$ cat config.mk
export PLATFORM = sky130hd
export DESIGN_NAME = hazard_scoreboard
export DESIGN_NICKNAME = d
export VERILOG_FILES = /design/src/rtl/hazard_scoreboard.sv
export SDC_FILE = /design/constraint.sdc
export NUM_CORES = 1
export LEC_CHECK = 0
export ABC_AREA = 1
export CAP_MARGIN = 40
export CORE_ASPECT_RATIO = 0.6
export CORE_UTILIZATION = 46
export CTS_CLUSTER_DIAMETER = 30
export CTS_CLUSTER_SIZE = 24
export DETAILED_ROUTE_END_ITERATION = 8
export GPL_ROUTABILITY_DRIVEN = 0
export PLACE_DENSITY = 0.72
export SLEW_MARGIN = 20
export SYNTH_ARGS = -nofsm -noshare
export SYNTH_HDL_FRONTEND = slang
export SYNTH_SLANG_ARGS = --single-unit
$ cat constraint.sdc
create_clock -name clk -period 6.6 [get_ports clk]
set_input_delay 1.32 -clock clk [delete_from_list [all_inputs] [get_ports clk]]
set_output_delay 1.32 -clock clk [all_outputs]
set_load 0.1 [all_outputs]
$ cat src/rtl/hazard_scoreboard.sv
// Hazard scoreboard for a five-stage pipeline. Shadow copies of the
// result-carrying stages after D track which register each in-flight
// instruction writes and how many cycles remain until its value exists.
// From these the block derives D-stage stalls, D/E forwarding selects and
// a busy/stall interlock for the iterative multiply/divide unit.
module hazard_scoreboard #(
    parameter int NSTAGE  = 3,
    parameter int TW      = 2,
    parameter int MUL_LAT = 5,
    parameter int DIV_LAT = 10,
    localparam int FW     = $clog2(NSTAGE + 1),
    localparam int MAXLAT = (MUL_LAT > DIV_LAT) ? MUL_LAT : DIV_LAT,
    localparam int CW     = $clog2(MAXLAT + 1)
) (
    input  logic          clk,
    input  logic          reset,
    input  logic [4:0]    d_rs,
    input  logic [4:0]    d_rt,
    input  logic          d_rs_used,
    input  logic          d_rt_used,
    input  logic [TW-1:0] d_rs_tuse,
    input  logic [TW-1:0] d_rt_tuse,
    input  logic          d_wr,
    input  logic [4:0]    d_a3,
    input  logic [TW-1:0] d_tnew,
    input  logic          d_md_start,
    input  logic          d_md_div,
    input  logic          d_md_access,
    output logic          stall,
    output logic          en_pc,
    output logic          en_fd,
    output logic          clr_de,
    output logic          md_busy,
    output logic [FW-1:0] fwd_d_rs,
    output logic [FW-1:0] fwd_d_rt,
    output logic [FW-1:0] fwd_e_rs,
    output logic [FW-1:0] fwd_e_rt
);

    logic [NSTAGE:1] valid_q;
    logic [NSTAGE:1] wr_q;
    logic [4:0]      a3_q   [1:NSTAGE];
    logic [TW-1:0]   tnew_q [1:NSTAGE];
    logic [4:0]      e_rs_q, e_rt_q;
    logic            e_rs_used_q, e_rt_used_q;
    logic [CW-1:0]   md_cnt_q, md_cnt_d;

    logic            rs_found, rt_found;
    logic [FW-1:0]   rs_idx, rt_idx;
    logic [TW-1:0]   rs_tnew, rt_tnew;
    logic            op_stall, md_stall;

    // D-operand producer search; scanning from the far end lets the nearest match win
    always_comb begin
        rs_found = 1'b0;
        rt_found = 1'b0;
        rs_idx   = '0;
        rt_idx   = '0;
        rs_tnew  = '0;
        rt_tnew  = '0;
        for (int k = NSTAGE; k >= 1; k--) begin
            if (valid_q[k] && wr_q[k] && a3_q[k] == d_rs && d_rs != 5'd0) begin
                rs_found = 1'b1;
                rs_idx   = FW'(k);
                rs_tnew  = tnew_q[k];
            end
            if (valid_q[k] && wr_q[k] && a3_q[k] == d_rt && d_rt != 5'd0) begin
                rt_found = 1'b1;
                rt_idx   = FW'(k);
                rt_tnew  = tnew_q[k];
            end
        end
    end

    // E-operand forwarding: producers for the instruction now in stage 1 live in stages 2..NSTAGE
    always_comb begin
        fwd_e_rs = '0;
        fwd_e_rt = '0;
        for (int k = NSTAGE; k >= 2; k--) begin
            if (valid_q[k] && wr_q[k] && a3_q[k] == e_rs_q) begin
                fwd_e_rs = (tnew_q[k] == '0) ? FW'(k) : '0;
            end
            if (valid_q[k] && wr_q[k] && a3_q[k] == e_rt_q) begin
                fwd_e_rt = (tnew_q[k] == '0) ? FW'(k) : '0;
            end
        end
        if (!e_rs_used_q || e_rs_q == 5'd0) fwd_e_rs = '0;
        if (!e_rt_used_q || e_rt_q == 5'd0) fwd_e_rt = '0;
    end

    // Stall, pipeline enables and D-stage forwarding selects
    always_comb begin
        op_stall = (d_rs_used && rs_found && rs_tnew > d_rs_tuse) ||
                   (d_rt_used && rt_found && rt_tnew > d_rt_tuse);
        md_stall = (d_md_start || d_md_access) && md_busy;
        stall    = op_stall || md_stall;
        en_pc    = ~stall;
        en_fd    = ~stall;
        clr_de   = stall;
        fwd_d_rs = (rs_found && rs_tnew == '0) ? rs_idx : '0;
        fwd_d_rt = (rt_found && rt_tnew == '0) ? rt_idx : '0;
    end

    // Multiply/divide countdown; a start blocked by a stall does not reload
    always_comb begin
        md_busy  = (md_cnt_q != '0);
        md_cnt_d = md_cnt_q;
        if (d_md_start && !stall) begin
            md_cnt_d = d_md_div ? CW'(DIV_LAT) : CW'(MUL_LAT);
        end else if (md_cnt_q != '0) begin
            md_cnt_d = md_cnt_q - CW'(1);
        end
    end

    // Shadow pipeline advance; a stalled D inserts a bubble into stage 1
    always_ff @(posedge clk or negedge reset) begin
        if (!reset) begin
            valid_q     <= '0;
            wr_q        <= '0;
            e_rs_q      <= '0;
            e_rt_q      <= '0;
            e_rs_used_q <= 1'b0;
            e_rt_used_q <= 1'b0;
            md_cnt_q    <= '0;
            for (int k = 1; k <= NSTAGE; k++) begin
                a3_q[k]   <= '0;
                tnew_q[k] <= '0;
            end
        end else begin
            md_cnt_q <= md_cnt_d;
            for (int k = 2; k <= NSTAGE; k++) begin
                valid_q[k] <= valid_q[k-1];
                wr_q[k]    <= wr_q[k-1];
                a3_q[k]    <= a3_q[k-1];
                tnew_q[k]  <= (tnew_q[k-1] == '0) ? '0 : tnew_q[k-1] - TW'(1);
            end
            if (!stall) begin
                valid_q[1]  <= 1'b1;
                wr_q[1]     <= d_wr;
                a3_q[1]     <= d_a3;
                tnew_q[1]   <= d_tnew;
                e_rs_q      <= d_rs;
                e_rt_q      <= d_rt;
                e_rs_used_q <= d_rs_used;
                e_rt_used_q <= d_rt_used;
            end else begin
                valid_q[1]  <= 1'b0;
                wr_q[1]     <= 1'b0;
                a3_q[1]     <= '0;
                tnew_q[1]   <= '0;
                e_rs_q      <= '0;
                e_rt_q      <= '0;
                e_rs_used_q <= 1'b0;
                e_rt_used_q <= 1'b0;
            end
        end
    end

endmodule

Fig. 1: met1 routing
Supply wires on this layer in grey.
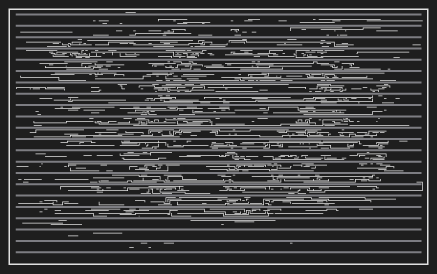
main direction: horizontal
wire length on this layer: 3250 µm

Fig. 2: the metal 2 layer
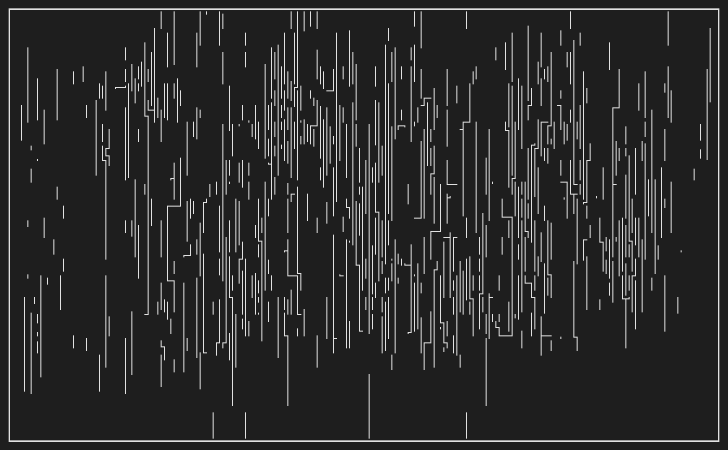
longest straight run: 30.9 µm
share of all routed wire: 42%
wire length on this layer: 2730 µm
main direction: vertical

Fig. 3: the metal 3 layer
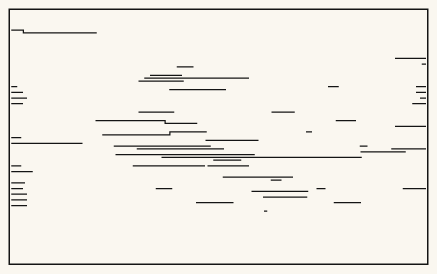
wire length on this layer: 486 µm
main direction: horizontal
final WL: 6.538 mm
met3 Usage GRT: 5.184%

==> metrics.yaml <==
muxShareOfSynthArea_pct: 0.4229
holdPathStages: 0
avgViaCountPerCell: 4.899
pin_count: 42
stdcell_area_mm2: 0.003368
min_period_ns: 5.696
syn_area_mm2: 0.002663
seq_share_pct: 31.95
rsz0062_at_grt: "false"
finalWorstSetupSlack_ns: 0.9040
yosys_cells: 344
max_slew.worst_pin.slew_ns: 0.5598
synthCells: 344
regMostFlops: "a3_q"
post_cts_buffers: 0
place.port_buffers: 41
reg_top3: "a3_q: 15 flops, tnew_q: 6 flops"
hpwl_mm: 5.234
place_area_mm2: 0.003256
initCoreUtil_pct: 47.80
areaGrowthSynthToFinish_pct: 26.50
area_leaders: "dfrtp_1 40%, nand2_1 11%, inv_1 6.8%"
syn_avg_cell_area_um2: 7.740
drive_gt1_share_pct: 16.46
layout.cells.most_common: "nand2_1"
cts-hold-fix-buffers: 0
numCtsBuffers: 5
htreeDepth: 2
largest_register_ffs: 15
finalHoldViolCount: 0
grt_pass1_wl_mm: 10.61
p_clk_mw: 0.208
maxPowerGroup: "registers"
power.switching_mw: 0.3529
slowest_delay_ns: 0.60
edf_count: 0
clock_sinks: 43
fin_util_pct: 60.47
worst_hold_path_type: "reg2reg"
ys_seq_share_pct: 40.41
crit_fanout: 24
synthAoiAreaFrac_pct: 8.036
comb-cell-share_pct: 38.93
drv_slew: 0
drt_pass1_iterations: 4
fmaxAchievable_ghz: 0.1756
ff_count: 43
r2r_slack_ns: 3.59
p_comb_mw: 0.316
row_count: 21
run_status: "completed"
setup_tns_ns: 0
clkTransAtPathRegs_ns: 0.09
mi_logic_area_mm2: 0.001311
p_total_mw: 0.8928
nonClkBufAreaFrac_pct: 16.34
tap_cells: 80
synth_cell_types: 37
final_nets: 429
hold_end: "wr_q[2]$_DFF_PN0_"
pwr-share-seq_pct: 41.3
max_cap_violations: 0
synth-main-ff-cell: "dfrtp_1"
p_seq_mw: 0.369
relSlewSlack_pct: 62.34
die_area_mm2: 0.006106
inv_count: 58
antenna_cells: 0
crit_start: "d_rs[4]"
ys_chip_area_mm2: 0.002663
finalCritPeriodShare_pct: 86.30
asyncSetResetFlopFracSynth_pct: 100.0
Fig. 4: clock routing
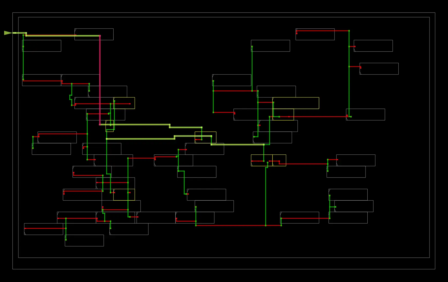
Worst-Skew Late Latency: 0.30 ns
clock buffers: 5

Fig. 5: wiring heat map
Scale bar: 20 µm. 20 x 12 tiles, from dark purple (low) to yellow (high), scaled to the fullest tile. Values are wire area over tile area, all layers added.
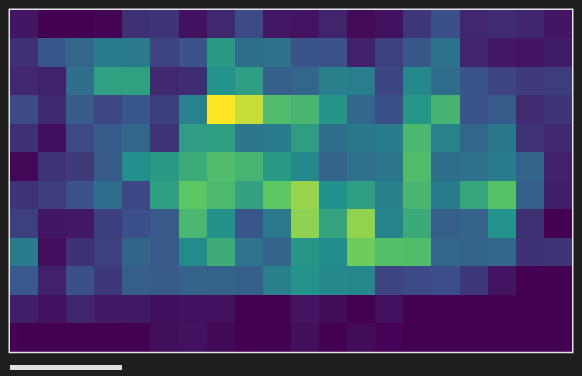
densest ninth of the die: middle
emptiest ninth of the die: bottom right
tiles over half the peak: 19%
fullest tile: 0.62
total number of vias: 2327
All-Layer GR Usage: 23.58%
per-cell routed wire length: 13.76 µm

Power figures rest on the tool's default switching activity, not on a simulated workload.
